Figure 1. Wiring by layer.
Only two layers are drawn.
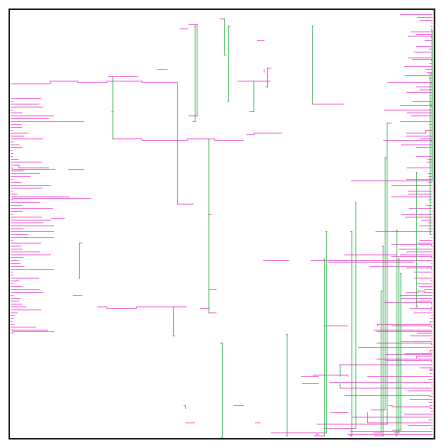
Figure 2. Routing congestion map.
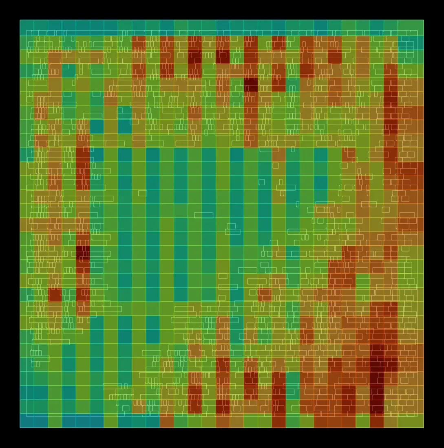
Figure 3. Port wiring.
Bar = 50 um.
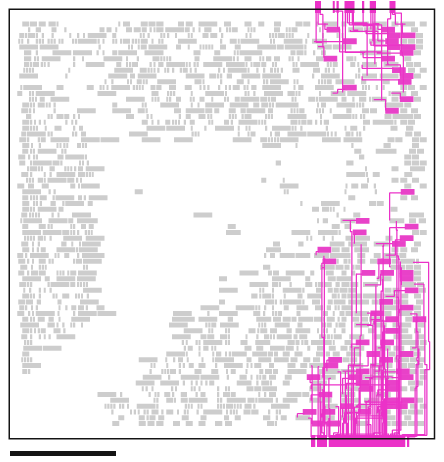
Figure 4. The metal 1 layer.
Bar = 50 um. Supply wires on this layer in gray.
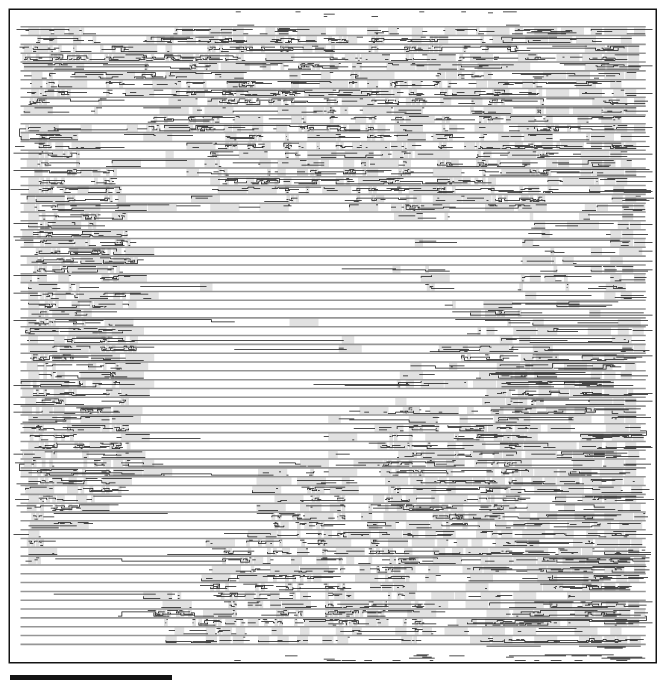
Figure 5. Sequential cells colored by netlist name.
Bar = 50 um. Other sequential cells in the stronger gray, the rest of the logic in the fainter gray.
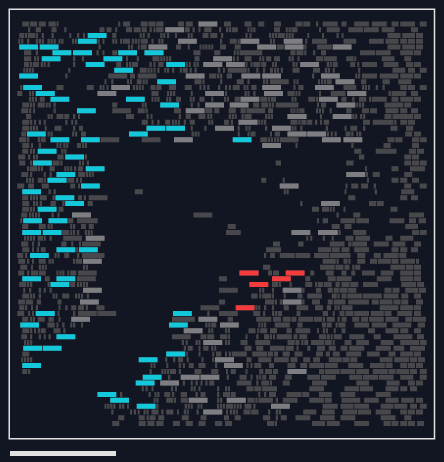
`src/rtl/regfile_arbiter.sv`:
```
// regfile_arbiter: round-robin arbiter in front of a 32x64 regfile with zero-init sweep and XZR handling.
// Optional RF_BYPASS_EN: a read of the register written by the same transaction returns the new data.
module regfile_arbiter #(
  parameter int NREQ = 2,
  parameter int DW = 64,
  parameter int AW = 5,
  localparam int IW = NREQ > 1 ? $clog2(NREQ) : 1
) (
  input  logic              clk,
  input  logic              rst_n,
  input  logic [NREQ-1:0]   req_valid,
  output logic [NREQ-1:0]   req_ready,
  input  logic [NREQ-1:0]   req_we,
  input  logic [NREQ*AW-1:0] req_waddr,
  input  logic [NREQ*DW-1:0] req_wdata,
  input  logic [NREQ*AW-1:0] req_raddr1,
  input  logic [NREQ*AW-1:0] req_raddr2,
  output logic              rsp_valid,
  output logic [IW-1:0]     rsp_id,
  output logic [DW-1:0]     rsp_rdata1,
  output logic [DW-1:0]     rsp_rdata2,
  output logic              init_done,
  output logic              rf_RegWrite,
  output logic [AW-1:0]     rf_WriteRegister,
  output logic [DW-1:0]     rf_WriteData,
  output logic [AW-1:0]     rf_ReadRegister1,
  output logic [AW-1:0]     rf_ReadRegister2,
  input  logic [DW-1:0]     rf_ReadData1,
  input  logic [DW-1:0]     rf_ReadData2
);
  typedef enum logic {INIT, RUN} state_t;
  localparam logic [AW-1:0] XZR = '1;
  state_t state_q, state_d;
  logic [AW-1:0] cnt_q, cnt_d;
  logic init_done_q, init_done_d;
  logic [IW-1:0] last_q, last_d, gnt, cand;
  logic found, accept, wr_ok, byp1, byp2;
  logic [AW-1:0] ra1, ra2, wa;
  logic [DW-1:0] wd;
  logic rsp_valid_q, rsp_valid_d;
  logic [IW-1:0] rsp_id_q, rsp_id_d;
  logic [DW-1:0] rdata1_q, rdata1_d, rdata2_q, rdata2_d;
  always_comb begin
    found = 1'b0;
    gnt = '0;
    cand = '0;
    for (int j = 1; j <= NREQ; j++) begin
      cand = IW'((int'(last_q) + j) % NREQ);
      if (!found && req_valid[cand]) begin
        found = 1'b1;
        gnt = cand;
      end
    end
    accept = (state_q == RUN) && found;
    req_ready = '0;
    if (accept) req_ready[gnt] = 1'b1;
  end
  assign ra1 = accept ? req_raddr1[gnt*AW +: AW] : '0;
  assign ra2 = accept ? req_raddr2[gnt*AW +: AW] : '0;
  assign wa = accept ? req_waddr[gnt*AW +: AW] : '0;
  assign wd = accept ? req_wdata[gnt*DW +: DW] : '0;
  assign wr_ok = accept && req_we[gnt] && (wa != XZR);
`ifdef RF_BYPASS_EN
  assign byp1 = wr_ok && (ra1 == wa);
  assign byp2 = wr_ok && (ra2 == wa);
`else
  assign byp1 = 1'b0;
  assign byp2 = 1'b0;
`endif
  // The sweep write enable is gated by rst_n so every output reads 0 while reset is held.
  assign rf_RegWrite = (state_q == INIT) ? rst_n : wr_ok;
  assign rf_WriteRegister = (state_q == INIT) ? cnt_q : wa;
  assign rf_WriteData = (state_q == INIT) ? '0 : wd;
  assign rf_ReadRegister1 = ra1;
  assign rf_ReadRegister2 = ra2;
  always_comb begin
    state_d = (state_q == INIT && cnt_q == XZR) ? RUN : state_q;
    cnt_d = (state_q == INIT) ? cnt_q + 1'b1 : cnt_q;
    init_done_d = init_done_q | (state_q == INIT && cnt_q == XZR);
    last_d = accept ? gnt : last_q;
    rsp_valid_d = accept;
    rsp_id_d = accept ? gnt : rsp_id_q;
    rdata1_d = !accept ? rdata1_q : (ra1 == XZR) ? '0 : byp1 ? wd : rf_ReadData1;
    rdata2_d = !accept ? rdata2_q : (ra2 == XZR) ? '0 : byp2 ? wd : rf_ReadData2;
  end
  always_ff @(posedge clk or negedge rst_n) begin
    if (!rst_n) begin
      state_q <= INIT;
      cnt_q <= '0;
      init_done_q <= 1'b0;
      last_q <= IW'(NREQ - 1);
      rsp_valid_q <= 1'b0;
      rsp_id_q <= '0;
      rdata1_q <= '0;
      rdata2_q <= '0;
    end else begin
      state_q <= state_d;
      cnt_q <= cnt_d;
      init_done_q <= init_done_d;
      last_q <= last_d;
      rsp_valid_q <= rsp_valid_d;
      rsp_id_q <= rsp_id_d;
      rdata1_q <= rdata1_d;
      rdata2_q <= rdata2_d;
    end
  end
  assign init_done = init_done_q;
  assign rsp_valid = rsp_valid_q;
  assign rsp_id = rsp_id_q;
  assign rsp_rdata1 = rdata1_q;
  assign rsp_rdata2 = rdata2_q;
endmodule

```
`config.mk`:
```
export PLATFORM = sky130hd
export DESIGN_NAME = regfile_arbiter
export DESIGN_NICKNAME = d
export VERILOG_FILES = /design/src/rtl/regfile_arbiter.sv
export SDC_FILE = /design/constraint.sdc
export NUM_CORES = 1
export LEC_CHECK = 0
export ABC_AREA = 1
export ABC_CLOCK_PERIOD_IN_PS = 2200
export CORE_AREA = 3 3 196 198
export CTS_CLUSTER_SIZE = 14
export DETAILED_ROUTE_END_ITERATION = 12
export DIE_AREA = 0 0 199 201
export GPL_ROUTABILITY_DRIVEN = 0
export GPL_TIMING_DRIVEN = 1
export PLACE_DENSITY = 0.55
export SLEW_MARGIN = 40
export SYNTH_ARGS = -nofsm -noshare
export SYNTH_HDL_FRONTEND = slang
export SYNTH_SLANG_ARGS = --single-unit
```
`constraint.sdc`:
```
create_clock -name clk -period 2.2 [get_ports clk]
set_input_delay 0.66 -clock clk [delete_from_list [all_inputs] [get_ports clk]]
set_output_delay 0.66 -clock clk [all_outputs]
set_load 0.05 [all_outputs]
```
==> results_dict.tcl <==
# metrics dict for downstream scripts
set metrics [dict create \
    yosys.area_share.adder 0.003428 \
    syn_inst 1029 \
    total_leakage_power_nw 8.046 \
    core_area_mm2 0.03670 \
    grt_pass1_vias 8561 \
    synth_xor_xnor_area_share 0.003599 \
    fp.dieH_um 201 \
    layout.cells.most_common "sky130_fd_sc_hd__nand2_1" \
    post-dp-hpwl_mm 29.46 \
    worst-r2r-cell-count 15 \
    critical_path_peak_fanout 5 \
    yosys-stat-area_mm2 0.007301 \
    io_pins 505 \
    post_synth_mux_area_share 0 \
    viasPerCell 4.154 \
    antenna_found_initial 10 \
    setup.worst_path.end_class "output port" \
    failed_checks "setup timing" \
    post_synth_instance_area_mm2 0.007301 \
    status "complete, but fails checks" \
    yosys.cell_types.count 25 \
    setup.reg_to_reg.worst_slack_ns -0.04 \
    area_share_nonclk_buffers 0.4231 \
    synthTopCellsByArea "sky130_fd_sc_hd__dfrtp_1 47%, sky130_fd_sc_hd__nand2_1 23%, sky130_fd_sc_hd__inv_1 7.7%" \
    fin_crit_sh 1.219 \
    timing.setup.tns_ns -34.51 \
    cts_hold_buf 0 \
    power_per_cell_area_mw_per_mm2 656.5 \
    post-route-worst-setup-slack_ns -0.4815 \
    diodes 3 \
    layout_top_cells_excl_fill_tap "415 x sky130_fd_sc_hd__nand2_1, 288 x sky130_fd_sc_hd__clkdlybuf4s50_1, 141 x sky130_fd_sc_hd__inv_1, 137 x sky130_fd_sc_hd__dfrtp_1, 135 x sky130_fd_sc_hd__nor2_1" \
    combAreaFraction 0.2417 \
    yosysCellCount 1029 \
    tritoncts "built" \
    setup.worst_path.start_class "flip-flop" \
    synth-edff-count 0 \
    worstPathArrival_ns 2.02 \
    timing.final.setup_violations 117 \
]
-- Figure 1 (at the start) --
Key: green = met4 [wire length 1760 um]; magenta = met3 [wire length 2970 um]

-- Figure 2 (at the start) --
Total GRT Usage: 0.1890
met3 Track Usage GR: 0.06260
Most Crowded Layer GR: met2
global-route met2 utilization: 0.3522
wire length per cell after detailed routing: 19.92 um

-- Figure 3 (at the start) --
Key: magenta = rf_WriteData [bits 64, direction output, edge 47 bottom, 17 top, end cells 64, wire 3370 um]

-- Figure 4 (at the start) --
The layer holds 35% of the routed length. The longest straight run is 65.3 um. 1631 nets have wire on it. The layer carries 14100 um of wire.

-- Figure 5 (at the start) --
Key: cyan = rsp_rdata2 [flops 64]; red = cnt_q [flops 5]
Another 69 sequential cells are not colored.

==> stage by stage <==
stage	area, um2	instances	utilization	worst slack, ns
2_1_floorplan	7886	1029	-	-0.1168
3_3_place_gp	14100	1974	0.3842	-0.8333
3_5_place_dp	14100	1974	0.3842	-0.8616
4_1_cts	15160	2024	0.4132	-0.4966
5_1_grt	15680	2045	0.4273	-0.5533
6_report	15680	2045	0.4273	-0.4815
==> power breakdown <==
part | internal, mW | total [mW] | switching [mW]
logic | 1.87 | 4.26 | 2.39
registers | 2.75 | 2.87 | 0.117
clock network | 1.93 | 3.17 | 1.24
total | 6.54 | 10.3 | 3.75
==> critical path, cell delays in order (launching register included) <==
cell and delay [ns]:
sky130_fd_sc_hd__dfstp_2 0.57, sky130_fd_sc_hd__nand2_4 0.07, sky130_fd_sc_hd__nand2_4 0.08, sky130_fd_sc_hd__buf_6 0.10, sky130_fd_sc_hd__nor2_4 0.05, sky130_fd_sc_hd__clkbuf_16 0.16
sky130_fd_sc_hd__buf_16 0.15, sky130_fd_sc_hd__a22o_4 0.27, sky130_fd_sc_hd__buf_12 0.15
==> how the worst max path moves through the flow <==
stage,startpoint,endpoint,slack (ns),cells after the start
4_1_cts,last_q,rf_WriteData[61],-0.50,8
5_1_grt,last_q,rf_RegWrite,-0.55,11
3_5_place_dp,req_valid[1],rf_WriteData[3],-0.86,7
6_report,last_q,rf_WriteData[61],-0.48,8
3_3_place_gp,req_valid[1],rf_WriteData[3],-0.83,7
2_1_floorplan,req_valid[0],rf_WriteData[61],-0.12,6
==> layer usage <==
layer  vias to the layer above  track usage  share of wire
li1                       4132            -              -
met1                      3958       0.1858           0.35
met2                       317       0.3522           0.54
met3                        74      0.06260          0.073
met4                        14      0.09011          0.043
met5                         -            0         0.0019
Power and IR drop assume default switching activity.
